**config.mk**
```make
export PLATFORM = sky130hd
export DESIGN_NAME = evu_sched
export DESIGN_NICKNAME = d
export VERILOG_FILES = /design/src/rtl/evu_sched.sv
export SDC_FILE = /design/constraint.sdc
export NUM_CORES = 1
export LEC_CHECK = 0
export CORE_MARGIN = 2
export CORE_UTILIZATION = 35
export CTS_CLUSTER_SIZE = 12
export DETAILED_ROUTE_END_ITERATION = 7
export HOLD_SLACK_MARGIN = 0.15
export PLACE_DENSITY = 0.57
export SLEW_MARGIN = 20
export SYNTH_ARGS = -nofsm -noshare
export SYNTH_HDL_FRONTEND = slang
export SYNTH_SLANG_ARGS = --single-unit
```
**constraint.sdc**
```tcl
create_clock -name clk_i -period 11.55 [get_ports clk_i]
set_input_delay 2.31 -clock clk_i [delete_from_list [all_inputs] [get_ports clk_i]]
set_output_delay 2.31 -clock clk_i [all_outputs]
set_load 0.01 [all_outputs]
```
**src/rtl/evu_sched.sv**
```systemverilog
// evu_sched: time-multiplexes one 4-bit event mux across NUM_CTRS counters, round-robin over eligible counters.
// Define EVU_SCHED_OVF_IRQ_EN to add ovf_irq_o with a mask written through irq_mask_we_i/ovf_clr_i.
module evu_sched #(
  parameter int NUM_CTRS = 4,
  parameter int CNT_W = 32,
  parameter int WINDOW = 256,
  parameter int SETTLE = 2,
  localparam int IW = NUM_CTRS > 1 ? $clog2(NUM_CTRS) : 1
) (
  input  logic                clk_i,
  input  logic                rst_i,
  input  logic                en_i,
  input  logic                debug_mode_i,
  input  logic                cfg_we_i,
  input  logic [IW-1:0]       cfg_idx_i,
  input  logic [3:0]          cfg_evt_i,
  input  logic                cfg_en_i,
  input  logic                cnt_we_i,
  input  logic [CNT_W-1:0]    cnt_wdata_i,
  input  logic [IW-1:0]       rd_idx_i,
  output logic [CNT_W-1:0]    rd_cnt_o,
  output logic [15:0]         rd_win_o,
  output logic [NUM_CTRS-1:0] ovf_o,
  input  logic [NUM_CTRS-1:0] ovf_clr_i,
  output logic [3:0]          sel_o,
  input  logic                evt_i,
`ifdef EVU_SCHED_OVF_IRQ_EN
  output logic                ovf_irq_o,
  input  logic                irq_mask_we_i,
`endif
  output logic [IW-1:0]       active_idx_o,
  output logic                busy_o
);
  localparam int TW = $clog2(WINDOW > SETTLE ? WINDOW : SETTLE);
  typedef enum logic [1:0] {IDLE, SELECT, SETTLING, SAMPLE} state_t;
  state_t state;
  logic [TW-1:0] timer;
  logic [3:0] evt_q [NUM_CTRS];
  logic [CNT_W-1:0] cnt_q [NUM_CTRS];
  logic [15:0] win_q [NUM_CTRS];
  logic [NUM_CTRS-1:0] en_q, elig, wr, inc, win_inc;
  logic [IW-1:0] last, pick, j;
  logic found, in_slot, sampling, abort, done;

  // Round-robin search starts just after the last counter that completed a window.
  always_comb begin
    found = 1'b0;
    pick = '0;
    j = '0;
    for (int k = 0; k < NUM_CTRS; k++) elig[k] = en_q[k] && evt_q[k] >= 4'h2;
    for (int k = 0; k < NUM_CTRS; k++) begin
      j = IW'((int'(last) + 1 + k) % NUM_CTRS);
      if (!found && elig[j]) begin
        found = 1'b1;
        pick = j;
      end
    end
  end

  assign in_slot = state == SETTLING || state == SAMPLE;
  assign busy_o = in_slot;
  assign sampling = !debug_mode_i && state == SAMPLE;
  assign abort = cfg_we_i && cfg_idx_i == active_idx_o && in_slot;
  assign done = sampling && en_i && !abort && timer == TW'(WINDOW - 1);
  assign wr = cnt_we_i ? (NUM_CTRS'(1) << cfg_idx_i) : '0;
  assign inc = (sampling && evt_i) ? ((NUM_CTRS'(1) << active_idx_o) & ~wr) : '0;
  assign win_inc = done ? ((NUM_CTRS'(1) << active_idx_o) & ~wr) : '0;
  assign rd_cnt_o = cnt_q[rd_idx_i];
  assign rd_win_o = win_q[rd_idx_i];

  always_ff @(posedge clk_i) begin
    if (rst_i) begin
      state <= IDLE;
      timer <= '0;
      sel_o <= 4'h0;
      active_idx_o <= '0;
      last <= IW'(NUM_CTRS - 1);
    end else if (!debug_mode_i) begin
      if (!en_i) begin
        state <= IDLE;
        sel_o <= 4'h0;
      end else begin
        case (state)
          IDLE: state <= |elig ? SELECT : IDLE;
          SELECT: begin
            state <= found ? SETTLING : IDLE;
            sel_o <= found ? evt_q[pick] : 4'h0;
            active_idx_o <= found ? pick : active_idx_o;
            timer <= '0;
          end
          SETTLING: begin
            state <= abort ? SELECT : (timer == TW'(SETTLE - 1) ? SAMPLE : SETTLING);
            timer <= timer == TW'(SETTLE - 1) ? '0 : timer + 1'b1;
          end
          default: begin
            state <= (abort || timer == TW'(WINDOW - 1)) ? SELECT : SAMPLE;
            last <= done ? active_idx_o : last;
            timer <= timer + 1'b1;
          end
        endcase
      end
    end
  end

  // A counter write overrides any same-cycle increment and restarts its window tally.
  always_ff @(posedge clk_i) begin
    for (int i = 0; i < NUM_CTRS; i++) begin
      if (rst_i) begin
        evt_q[i] <= 4'h0;
        en_q[i] <= 1'b0;
        cnt_q[i] <= '0;
        win_q[i] <= '0;
        ovf_o[i] <= 1'b0;
      end else begin
        if (cfg_we_i && cfg_idx_i == IW'(i)) begin
          evt_q[i] <= cfg_evt_i;
          en_q[i] <= cfg_en_i;
        end
        if (wr[i]) begin
          cnt_q[i] <= cnt_wdata_i;
          win_q[i] <= '0;
        end else begin
          if (inc[i]) cnt_q[i] <= cnt_q[i] + 1'b1;
          if (win_inc[i]) win_q[i] <= win_q[i] + 1'b1;
        end
        ovf_o[i] <= (ovf_o[i] && !ovf_clr_i[i]) || (inc[i] && &cnt_q[i]);
      end
    end
  end

`ifdef EVU_SCHED_OVF_IRQ_EN
  logic [NUM_CTRS-1:0] irq_mask;
  always_ff @(posedge clk_i) begin
    if (rst_i) begin
      irq_mask <= '0;
      ovf_irq_o <= 1'b0;
    end else begin
      if (irq_mask_we_i) irq_mask <= ovf_clr_i;
      ovf_irq_o <= |(ovf_o & irq_mask);
    end
  end
`endif
endmodule

```
**Run 1: routing congestion map**

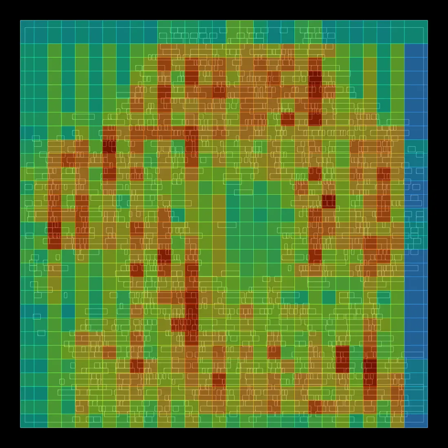
met2 global-route usage: 31.0%
all-layer global routing usage: 19.3%
GRT met3 Usage: 2.43%
drt wl/cell: 20.5 um
layer with the highest usage: met2

**Run 1: placement by cell class**

Bar = 50 um.
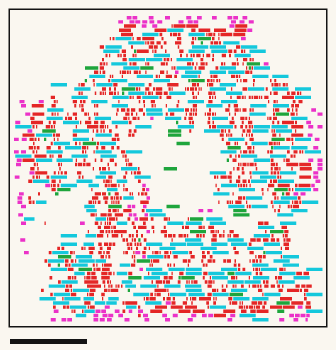
remaining logic cells -> red  # cells 1042, share of their area 45%
remaining buffers and delay cells -> magenta  # cells 127, share of their area 7.6%
registers -> cyan  # cells 234, share of their area 42%
clock drivers and dummy loads -> green  # cells 51, share of their area 5.6%

**Run 1: cells by drive strength**

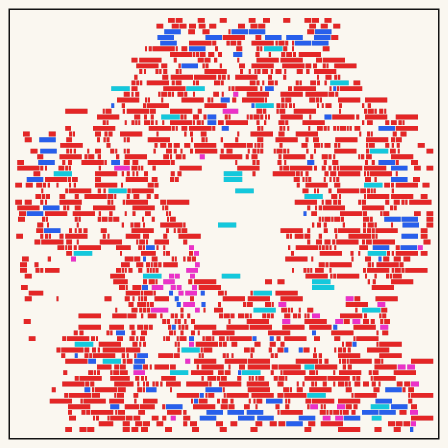
x6 and larger -> cyan  # cells 33
x2 -> blue  # cells 92
x1 and smaller -> red  # cells 1285
x3 and x4 -> magenta  # cells 44

==> notes.md, run 1 <==
The implementation run finished. Die span in y landed at 205 um. Among all flip-flop cells after synthesis, the most frequent one is sky130_fd_sc_hd__edfxtp_1. Count of flip-flops with a built-in enable after synthesis landed at 208.

The number of setup buffers added after CTS is 0. Yosys reports the multiplexer fraction of the synthesized area as 8.34%. Number of library cell types mapped by synthesis landed at 59. Final RePlAce weighted congestion landed at 0.820. Part of the cycle the worst path needs landed at 56.0%. The share of the core area taken by cells at floorplan is 35.5%. Counting the buffers created by CTS gives 28. In this run the worst hold path is classified as flip-flop to flip-flop.

Data arrival time of the critical path landed at 4.16 ns. Worst voltage drop across the vdd grid landed at 90.7 uV. Of the synthesized area, sequential elements account for 47.9%. The synthesis log from Yosys contains 0 warnings. Sum of negative setup slack landed at 0 ns. The transition time recorded at the tightest slew-check pin is 1.11 ns. Each instance of the synthesized netlist takes up on average 10.6 um2. Setup violations remaining at the end of the flow were counted as 0. The count of nets left with antenna violations once routing finished came out at 0. Violation tally from detailed-route iteration zero landed at 773. The worst setup path is launched from an input port.

The script computed a power per unit cell area of 129 nW/um2. Max-slew headroom at the worst pin landed at 25.9%. Via count of the first global-routing pass landed at 10500. Detailed-placement wirelength estimate landed at 29000 um.

Number of primary I/O pins landed at 111. Total die size landed at 42000 um2. Number of buffers inserted by port buffering landed at 110.

The synthesized netlist occupies a cell area of 14100 um2. STA classifies the critical path endpoint as an output port. Share of synthesized registers carrying an async set or reset landed at 0%. Yosys shows that the main logic family after synthesis is simple AND/OR/NAND/NOR gates. The final hold violation count recorded for this run is 0.

Count of state elements after synthesis landed at 234. Summed over all cells, the static leakage comes to 5.40 nW. For this run, the script counts the antenna cells in the layout as 0. The worst-case reg-to-reg setup slack stands at 8.77 ns. The post-route netlist has 11.6% of its cells at a drive strength greater than 1. For this run the top cell type by instance count after synthesis was sky130_fd_sc_hd__edfxtp_1. Worst setup skew after layout landed at 0.00998 ns.

Warnings raised by the tools during the run amount to 31. The run finished with clean final reports. Relative area change from synthesis to final layout landed at 18.3%. Per the detailed-route log, wirelength across all metal layers totals 40600 um. The main area contributors are sky130_fd_sc_hd__edfxtp_1 (44%), sky130_fd_sc_hd__mux4_2 (7.7%), sky130_fd_sc_hd__xor2_1 (7.0%). Post-layout net count landed at 1500.

Per the post-synthesis report, the nets total 1395. Via total after detailed routing landed at 10700. The clock reaches the later pin of the worst-skew pair after 0.54 ns. Max-cap violations in this run came to 0. Setup slack closes at 5.08 ns. In the setup report, the worst path falls into the class input port to output port.

The commonest cells after synthesis are sky130_fd_sc_hd__edfxtp_1 (208), sky130_fd_sc_hd__nand2_1 (207), sky130_fd_sc_hd__xor2_1 (113). Count of standard-cell rows landed at 73. Fraction of the mapped netlist area in compound gates landed at 7.68%. After detailed routing, the number of vias per cell comes to 5.42.

Overall power consumption after layout is estimated at 2.15 mW. The global route stage reports its total congestion overflow as 0. The final timing report derives a shortest allowable period of 6.47 ns.

Post-placement worst setup slack landed at 5.02 ns. Detailed-routing iteration count for the pre-antenna-repair pass landed at 5. Area reported by Yosys stat landed at 14100 um2. Gates resized during post-CTS repair numbered 0.

Setup repair after global routing left no endpoint under its margin. Per the CTS log, the root buffer master is sky130_fd_sc_hd__clkbuf_16. Wire length of the first global-routing pass landed at 62400 um. Final hold slack landed at 0.473 ns. Post-synthesis share of cell area spent on and, or, nand and nor gates landed at 21.0%. Remaining design rule violation count landed at 0. For this design, the CTS-stage hold fixing added 0 buffers. Top-area cell type share of the netlist area landed at 44.2%. TritonCTS built the clock tree. Of the total synthesized cell area, the portion taken by XOR and XNOR cells is 11.2%. Post-synthesis share of cell area spent on full adders, half adders and majority gates landed at 1.33%. Overall die width landed at 205 um. According to the floorplan report, the placeable core area is 39800 um2. Maximum fanout along the worst path landed at 48. The number of cells reported by Yosys stat comes to 1328. The CTS log lists the clock sinks for this run as 234. Number of pins exceeding their max-slew limit in the final report landed at 0. The longest clock path from root to sink contains 3 buffers.

The highest clock rate this design can be run at is 155 MHz. The cell type that accounts for the most area after synthesis is sky130_fd_sc_hd__edfxtp_1. Number of H-tree levels landed at 1. STA puts the critical path data required time at 9.24 ns. Per the post-CTS timing run, clock transition at the registers of the reported paths is 0.06 ns.

Cell count after synthesis landed at 1328. Maximum number of pins on one net before global-route repair landed at 49. The initial antenna violation count was 0.
## run 1: report_power, final
group	total [mW]	internal [mW]	switching, mW
combinational	0.232	0.122	0.110
clock	0.871	0.512	0.359
sequential	1.05	0.978	0.0728
total	2.15	1.61	0.542
## run 1: path summary, 6_finish.rpt
check                 endpoint         from  cells after the start
setup / recovery  rd_cnt_o[19]  rd_idx_i[0]                      3
hold / removal        ovf_o[3]     ovf_o[3]                      2
setup reg to reg   win_q[2][8]     timer[0]                      6
hold reg to reg       ovf_o[3]     ovf_o[3]                      2
## run 1: worst max-delay path, stage by stage
cell and delay (ns):
sky130_fd_sc_hd__buf_4 0.70, sky130_fd_sc_hd__mux4_2 0.62, sky130_fd_sc_hd__clkdlybuf4s50_1 0.49
## run 1: logic make-up after synthesis
group / after synthesis
AOI/OAI and AO/OA: 190
xor gates and xnor gates: 181
adders and majority gates: 15
buffers and inverters: 81
DFF: 234
muxes: 54
and+or+nand+nor: 573
## run 1: cell type report
class                   count  area, um2
flip-flops and latches    234       6770
fillers                  3882      23100
well taps                 525        657
clock buffers              35        768
inverters                  29        109
repair buffers            127       1220
clock inverters            16        126
multi-input cells        1013       7060
## run 1: metal layers
metal	routed length, um	track usage [%]	vias up
met5	0	0	-
met4	1070	5.68	0
met3	2320	2.43	55
met2	18900	31.0	329
met1	18300	27.2	5309
li1	-	-	5034
## run 1: cell usage in the layout (no fill, tap or decap), types with 16 or more instances in the layout
cell                              synthesis  routed
sky130_fd_sc_hd__and3_1                  39      39
sky130_fd_sc_hd__inv_1                   29      29
sky130_fd_sc_hd__xnor2_1                 68      68
sky130_fd_sc_hd__nand3_1                 70      70
sky130_fd_sc_hd__xor2_1                 113     113
sky130_fd_sc_hd__nor2_1                  97      93
sky130_fd_sc_hd__and2_1                  23      23
sky130_fd_sc_hd__o21ai_0                 84      77
sky130_fd_sc_hd__dfxtp_1                 26      26
sky130_fd_sc_hd__nand4_1                 36      36
sky130_fd_sc_hd__edfxtp_1               208     208
sky130_fd_sc_hd__and4_1                  16      16
sky130_fd_sc_hd__o21ai_1                 62      65
sky130_fd_sc_hd__clkdlybuf4s50_1          0     108
sky130_fd_sc_hd__buf_4                    0      18
sky130_fd_sc_hd__nand2_1                207     207
sky130_fd_sc_hd__mux4_2                  48      48
sky130_fd_sc_hd__clkbuf_16                0      29
sky130_fd_sc_hd__nor2_4                  16      16
## run 1: stage by stage
stage	area, um2	cells	utilization (%)
6_report	16700	1979	42.0
5_1_grt	16700	1979	42.0
4_1_cts	16700	1979	42.0
3_5_place_dp	15800	1928	39.7
3_3_place_gp	15800	1928	39.7
2_1_floorplan	14100	1328	-
## run 1: sequential cells by signal (all words and copies together) (netlist names)
register      flops
cnt_q           128
win_q            64
evt_q            16
timer             8
en_q              4
ovf_o             4
sel_o             4
active_idx_o      2
last              2
state             2
## Run 2: what changed since run 1
clock period = 6.4 ns   (was 11.55 ns; I/O delays follow)
**Run 2: wiring heat map**

Bar = 50 um. 20 x 20 tiles, from dark purple (low) to yellow (high), scaled to the fullest tile. Values are wire area over tile area, all layers added.
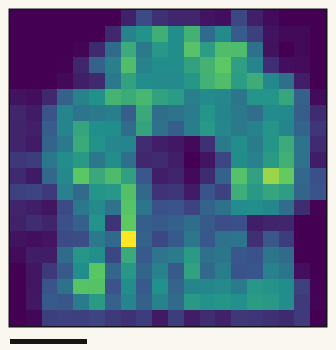
densest ninth of the die = top middle
nearly empty tiles = 13%
fullest tile = 0.51
mean over tiles = 0.15
tiles over half the peak = 19%
emptiest ninth of the die = top left

==> notes.md, run 2 <==
The implementation run finished. Critical path's largest stage delay landed at 0.59 ns. In the layout the commonest cells are sky130_fd_sc_hd__edfxtp_1 (208), sky130_fd_sc_hd__nand2_1 (207), sky130_fd_sc_hd__xor2_1 (113), sky130_fd_sc_hd__clkdlybuf4s50_1 (108), sky130_fd_sc_hd__nor2_1 (93). The placement summary gives the final routability congestion estimate as 0.809. The flow ran to the end, and the final reports show no timing, DRC or antenna violations. The required time at the worst endpoint is listed as 5.12 ns.

In the global route stage, met2 resource usage came out at 31.1%. Overall die width landed at 205 um. During I/O placement, the number of pins put on the boundary was 111. Entering global routing, the biggest net connects 49 pins.

Wire length per cell landed at 20.3 um. Starting density of the core landed at 35.5%. Per the log, the first TritonRoute iteration ended with a DRC count of 999. The launch point of the worst register-to-register path is recorded as state[0]. Checking hold timing, the worst path is listed with class flip-flop to flip-flop.

In this run the full chip footprint comes out at 42000 um2. Per the synthesis report, the dominant area consumer among library cells is sky130_fd_sc_hd__edfxtp_1. The initial antenna violation count was 0.

In the final layout, the registers with the most flip-flops are cnt_q x128, win_q x64, evt_q x16. Averaged over all synthesized cells, the footprint is 10.6 um2. The total area inside the core boundary comes to 39800 um2. Worst voltage drop across the vdd grid landed at 166 uV. The commonest cells after synthesis are sky130_fd_sc_hd__edfxtp_1 (208), sky130_fd_sc_hd__nand2_1 (207), sky130_fd_sc_hd__xor2_1 (113).

The mapped netlist covers 14100 um2. Number of maximum-capacitance violations landed at 0. Of the synthesized area, sequential elements account for 47.9%. The die is 205 um tall. According to the timing report, the arrival time at the worst endpoint equals 3.24 ns. The clock drives 234 sinks.

In this run the worst setup path begins at rd_idx_i[1]. Total power normalized to cell area comes to 228 nW/um2. The kind of cell with the highest combined delay along the critical path is buffers and inverters. TritonCTS built the clock tree. The smallest clock period supported by the final layout is computed as 4.52 ns.

The global routing report lists combined usage of all routing layers as 19.3%. For reference, the most critical setup path is categorized as input port to output port. After detailed routing, the number of vias per cell comes to 5.46. Via count of the first global-routing pass landed at 10600.

Count of state elements after synthesis landed at 234. Cell count after synthesis landed at 1328. Per the detailed placement report, the placed cell area equals 15800 um2.

Measured against its own limit, the worst slew margin works out to 27.5%. The first global-routing pass estimated 62900 um of wire. Detailed-placement wirelength estimate landed at 28800 um. For this run, the number of Yosys warnings is 0.

Setup total negative slack on the finished layout was measured at 0 ns. More flip-flops sit in one register than any other, and that register is cnt_q. For this run, asynchronously set or reset flops after synthesis account for 0%.

Per the synth stats, the flop cell with the highest instance count is sky130_fd_sc_hd__edfxtp_1. Number of diodes added for antenna fixing landed at 0. The finished cells cover 16700 um2.

The global routing stage identified its most utilized layer as met2. Summing over the stages, the warning tally comes to 31. Among all stages on the critical path, the largest delay is contributed by sky130_fd_sc_hd__buf_2. Via total after detailed routing landed at 10800. Post-layout net count landed at 1500. Pins over their slew limit in the final report were tallied at 0. Maximum buffer depth of the clock tree landed at 3. Setup repair after global routing left no endpoint under its margin.

Clock tree synthesis selected as its root buffer the cell sky130_fd_sc_hd__clkbuf_16. Residual antenna-violating net count after detailed routing landed at 0. The post-CTS hold buffer count recorded in the log is 0. CTS built an H-tree with a depth of 1. Total power after layout landed at 3.79 mW. After layout, the worst path uses 70.6% of the clock period.

The synthesized netlist was found by Yosys to have 1328 cells. Relative area change from synthesis to final layout landed at 17.9%. Maximum frequency from static timing analysis landed at 221 MHz. Input and output buffers added on the ports amount to 110. The layout summary lists the proportion of cells stronger than drive strength 1 as 11.4%.

Latest clock arrival within the worst-skew pair landed at 0.56 ns. sky130_fd_sc_hd__edfxtp_1 is the most common cell in the netlist. The worst setup path is launched from an input port. Met3 routing resource usage after global routing landed at 2.26%. Final hold violation count landed at 0. Top-area cell type share of the netlist area landed at 44.2%. The launch point of the worst min-delay path is recorded as ovf_o[3]. The register with the most flip-flops in the layout has 128 of them. Counting only logic cells after layout, the most numerous master is sky130_fd_sc_hd__edfxtp_1. The global route stage reports its total congestion overflow as 0.

In this run, synthesis inferred 208 flip-flops with an integrated enable. Traced cell by cell, the critical path runs through buf_2 > buf_4 > mux4_2 > clkdlybuf4s50_1. Slew at the pin closest to its max-slew limit landed at 1.09 ns. In the synthesis report, Yosys lists the chip area as 14100 um2. The worst setup path is captured at an output port.

Number of library cell types mapped by synthesis landed at 59. Leakage power total landed at 5.36 nW. The number of nets handed over by synthesis was 1395. Remaining design rule violation count landed at 0. In the post-synthesis netlist, the biggest area contributors are sky130_fd_sc_hd__edfxtp_1 (44%), sky130_fd_sc_hd__mux4_2 (7.7%), sky130_fd_sc_hd__xor2_1 (7.0%). Along the worst path, the maximum fanout reaches 25. Register clock-pin slew on the reported worst setup and hold paths landed at 0.06 ns.

Clock tree synthesis inserted a total of 29 buffers. Detailed-routing iteration count for the pre-antenna-repair pass landed at 5.
-- run 2: cell type report --
cell class	instances	area (um2)
fill	3879	23200
multi-input combinational	1013	7060
sequential	234	6770
timing repair buffer	126	1230
clock buffer	39	763
tap	525	657
inverter	29	109
clock inverter	11	62.6
-- run 2: worst min-delay path, stage by stage, from the launching register on --
cell	delay, ns
sky130_fd_sc_hd__dfxtp_1	0.31
sky130_fd_sc_hd__nand2b_1	0.06
sky130_fd_sc_hd__a21oi_1	0.05
-- run 2: metal layers --
metal | share of wire [%] | wire length (um)
met2 | 46 | 18600
met1 | 45 | 18000
met3 | 6.2 | 2480
met4 | 2.6 | 1050
met5 | 0 | 0
-- run 2: metrics by stage --
| stage | utilization [%] | std cells | setup slack [ns] | hold WS (ns) |
|---|---|---|---|---|
| global route | 41.8 | 1977 | 1.73 | 0.503 |
| detailed placement | 39.7 | 1926 | 1.83 | 0.463 |
| global placement | 39.7 | 1926 | 1.89 | 0.459 |
| finish | 41.8 | 1977 | 1.88 | 0.471 |
| CTS | 41.7 | 1976 | 1.83 | 0.473 |
| floorplan | - | 1328 | 1.84 | 0.455 |
-- run 2: logic make-up (layout without fill, tap and decap cells) --
| kind of cell | count (synthesis) | count (layout) | share of synthesized area (%) |
|---|---|---|---|
| xor+xnor | 181 | 181 | 11.2 |
| fa+ha+maj | 15 | 15 | 1.33 |
| buf+inv | 81 | 205 | 2.52 |
| flops | 234 | 234 | 47.9 |
| compound gates | 190 | 190 | 7.68 |
| simple gates | 573 | 573 | 21.0 |
| mux | 54 | 54 | 8.34 |
-- run 2: report_power, final --
group	switching, mW	internal, mW
registers	0.130	1.77
clock network	0.646	0.829
logic	0.202	0.221
total	0.978	2.82
-- run 2: worst paths after layout --
| path | slack [ns] | depth (start not counted) | endpoint |
|---|---|---|---|
| worst max-delay path | 1.88 | 4 | rd_cnt_o[23] |
| worst min-delay path | 0.47 | 2 | ovf_o[3] |
| worst max register to register | 3.51 | 5 | cnt_q[0][5] |
| worst min register to register | 0.47 | 2 | ovf_o[3] |
## Run 3: what changed since run 2
clock period = 4.45 ns   (was 6.4 ns; I/O delays follow)
**Run 3: placement by cell class**

Bar = 50 um.
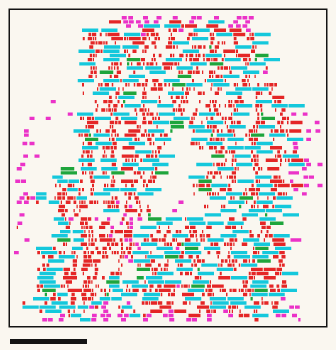
remaining logic cells -> red  # cells 1042, share of their area 45%
clock drivers and dummy loads -> green  # cells 49, share of their area 5.5%
registers -> cyan  # cells 234, share of their area 42%
remaining buffers and delay cells -> magenta  # cells 131, share of their area 7.9%

==> notes.md, run 3 <==
The implementation run finished. The flow ran to the end, and the final reports show no timing, DRC or antenna violations. Internal power consumption landed at 4.19 mW. After layout, the worst setup slack is 1.02 ns. Fraction of power consumed by combinational cells landed at 11.1%. Final hold slack landed at 0.476 ns. Count of yosys warnings during synthesis landed at 0.

In the placement report, post-DP HPWL is listed as 28700 um. Share of total power in sequential cells landed at 48.8%. Once the floorplan was initialized, standard cells occupied 35.5% of the core.

Post-placement worst setup slack landed at 0.929 ns. Final RePlAce weighted congestion landed at 0.811. The stage logs contain a warning count of 31. For this design the ratio of total power to cell area is 333 nW/um2. Summing every instance area after synthesis gives 14100 um2.

Area reported by Yosys stat landed at 14100 um2. TritonCTS built the clock tree. STA classifies the critical path startpoint as an input port.

Timing would allow up to 291 MHz. Relative area change from synthesis to final layout landed at 18.6%. Broken down by cell family, the worst path's largest delay share belongs to buffers and inverters. Count of standard-cell rows landed at 73. Clock sink count landed at 234.

Worst endpoint required time landed at 3.56 ns. Area of the placeable core landed at 39800 um2. For this run, the final setup violation count is recorded as 0. Maximum buffer depth of the clock tree landed at 3. In this run the VDD rail shows a maximum IR drop of 237 uV. In this run the mean area of a mapped cell was 10.6 um2.

The synthesis run shows the most used standard cells to be sky130_fd_sc_hd__edfxtp_1 (208), sky130_fd_sc_hd__nand2_1 (207), sky130_fd_sc_hd__xor2_1 (113). On the final layout, the worst clock skew is 0.0147 ns. Utilization after layout landed at 42.1%. Post-synth net total landed at 1395. The pin closest to its max-slew limit shows a slew of 0.805 ns. After detailed placement, the design holds a cell count of 1932. Number of buffers inserted by port buffering landed at 110. Per the synthesis report, the dominant area consumer among library cells is sky130_fd_sc_hd__edfxtp_1.

In the Yosys report the total cell count is 1328. Max-slew headroom at the worst pin landed at 46.2%. Clock tree synthesis selected as its root buffer the cell sky130_fd_sc_hd__clkbuf_16. After detailed routing, the average wire length per cell comes to 19.9 um. In the post-synthesis netlist, the cell with the most instances is sky130_fd_sc_hd__edfxtp_1. According to the hold report, the worst path is of the flip-flop to flip-flop type. Synthesis inferred 234 register bits.

Data arrival time of the critical path landed at 2.54 ns. Per Yosys stat, the portion of area used by sequential elements is 47.9%. Design area landed at 16800 um2. Sorting the synthesized cells by area gives the leading types as sky130_fd_sc_hd__edfxtp_1 (44%), sky130_fd_sc_hd__mux4_2 (7.7%), sky130_fd_sc_hd__xor2_1 (7.0%).

Summed over all routing layers, the global router reports a total usage of 19.1%. In this run, synthesis inferred 208 flip-flops with an integrated enable. Counting both buffers and inverters, the worst setup path holds a total of 3. The launch point of the worst min-delay path is recorded as ovf_o[0]. The initial antenna violation count is 1. Number of primary I/O pins landed at 111.

Via total after detailed routing landed at 10700. Wire length of the first global-routing pass landed at 62400 um. Leaving out fill and tap cells, the most frequent cells in the layout are sky130_fd_sc_hd__edfxtp_1 (208), sky130_fd_sc_hd__nand2_1 (207), sky130_fd_sc_hd__xor2_1 (113), sky130_fd_sc_hd__clkdlybuf4s50_1 (108), sky130_fd_sc_hd__nor2_1 (93). For this run, the detailed router reports a per-instance via density of 5.41.

Remaining global-route overflow landed at 0. According to the timing report, the critical path is launched from rd_idx_i[0]. Sum of negative setup slack landed at 0 ns. In the synthesized netlist the async set-or-reset flop fraction comes to 0%. The startpoint identified for the worst register-to-register timing path is cnt_q[1][2].

As reported, the later end of the worst-skew pair has a clock insertion delay of 0.55 ns. Power share of the clock group landed at 40.1%. The largest registers in the layout are cnt_q x128, win_q x64, evt_q x16.

The largest individual stage delay along the critical path comes from the cell sky130_fd_sc_hd__mux4_2. Post-placement cell area landed at 15900 um2. Of all nets on the critical path, the largest fanout is 24. Before antenna repair, the detailed router went through 5 iterations. Routed wire length landed at 39500 um. Among all flip-flop cells after synthesis, the most frequent one is sky130_fd_sc_hd__edfxtp_1. Per the log, the first TritonRoute iteration ended with a DRC count of 752. Number of library cell types mapped by synthesis landed at 59. The worst setup path is of the input port to output port kind.

Final period demand of the worst path landed at 3.43 ns. Total die size landed at 42000 um2. By instance count after routing, the leading logic cell type is sky130_fd_sc_hd__edfxtp_1. For this run, design rule violations remaining after detail routing come to 0. Entering global routing, the biggest net connects 33 pins. Setup repair after global routing left no endpoint under its margin. For this design the static power due to leakage is 5.42 nW. Summing internal, switching and leakage power gives 5.58 mW. Post-layout net count landed at 1504.

Top-area cell type share of the netlist area landed at 44.2%. Buffers added to address setup during post-CTS repair amount to 0. Per the layout report, the design carries 3917 filler cells. Residual antenna-violating net count after detailed routing landed at 0. The worst setup path is captured at an output port.

After layout, the worst path uses 77.2% of the clock period. The via count of the first global-routing pass was 10800. For reference, the final report shows the hold violation count at 0. Overall die width landed at 205 um. Traced cell by cell, the critical path runs through buf_4 > buf_12 > mux4_2 > clkdlybuf4s50_1.

The registers of the reported paths see a clock transition of 0.06 ns. Switching fraction of total power landed at 24.9%. Number of maximum-capacitance violations landed at 0. Power spent charging and discharging nets landed at 1.39 mW. From bottom edge to top edge, the die measures 205 um. Hold repair after CTS inserted 0 buffers.

Cell count after synthesis landed at 1328. In this design, the stage delay of the slowest critical-path cell is 0.54 ns. Number of clock buffers inserted by TritonCTS landed at 28. Counting flops per register, the top entry is cnt_q.
==> run 3: cell counts after synthesis <==
No cell type changed its count.
==> run 3: path summary, 6_finish.rpt <==
| check | endpoint | slack, ns | depth (start not counted) |
|---|---|---|---|
| worst max-delay path | rd_cnt_o[11] | 1.02 | 4 |
| worst min-delay path | ovf_o[0] | 0.48 | 2 |
| worst max register to register | cnt_q[1][23] | 1.97 | 6 |
| worst min register to register | ovf_o[0] | 0.48 | 2 |
==> run 3: final cells by class <==
class | count | area [um2] | area share, %
clock buffers | 40 | 820 | 4.89
multi-input cells | 1013 | 7060 | 42.1
inverters | 29 | 109 | 0.650
well taps | 525 | 657 | 3.92
flip-flops and latches | 234 | 6770 | 40.4
repair buffers | 131 | 1280 | 7.62
diodes | 1 | 2.50 | 0.0149
clock inverters | 9 | 66.3 | 0.396
==> run 3: cell families (layout without fill, tap and decap cells) <==
family | count (synthesis) | in the layout | synth area share (%)
adder cells (fa/ha/maj) | 15 | 15 | 1.33
multiplexers | 54 | 54 | 8.34
AND-OR/OR-AND | 190 | 190 | 7.68
buffers and inverters | 81 | 209 | 2.52
AND/OR/NAND/NOR | 573 | 573 | 21.0
flip-flops | 234 | 234 | 47.9
XOR/XNOR | 181 | 181 | 11.2
other | 0 | 1 | 0
==> run 3: layer usage <==
layer	vias to the layer above	routed length, um	global-route usage (%)
met5	-	0	0
met4	0	780	5.24
met3	42	2190	2.43
met2	312	18700	31.1
met1	5319	17800	26.8
li1	5056	-	-
==> run 3: worst register-to-register path, delay by kind of cell, from the launching register on <==
kind / cells / cell delay [ns]
compound gates: 1 / 0.07
simple gates: 4 / 1.53
flops: 1 / 0.45
xor+xnor: 1 / 0.17
==> run 3: power groups by stage <==
stage | sequential, mW | clock, mW | combinational, mW
detailed placement | 2.76 | 0 | 0.624
finish | 2.72 | 2.24 | 0.619
global placement | 2.76 | 0 | 0.619
CTS | 2.72 | 2.29 | 0.627
floorplan | 2.69 | 0 | 0.356
global route | 2.74 | 2.37 | 0.673
Power figures rest on the tool's default switching activity, not on a simulated workload.
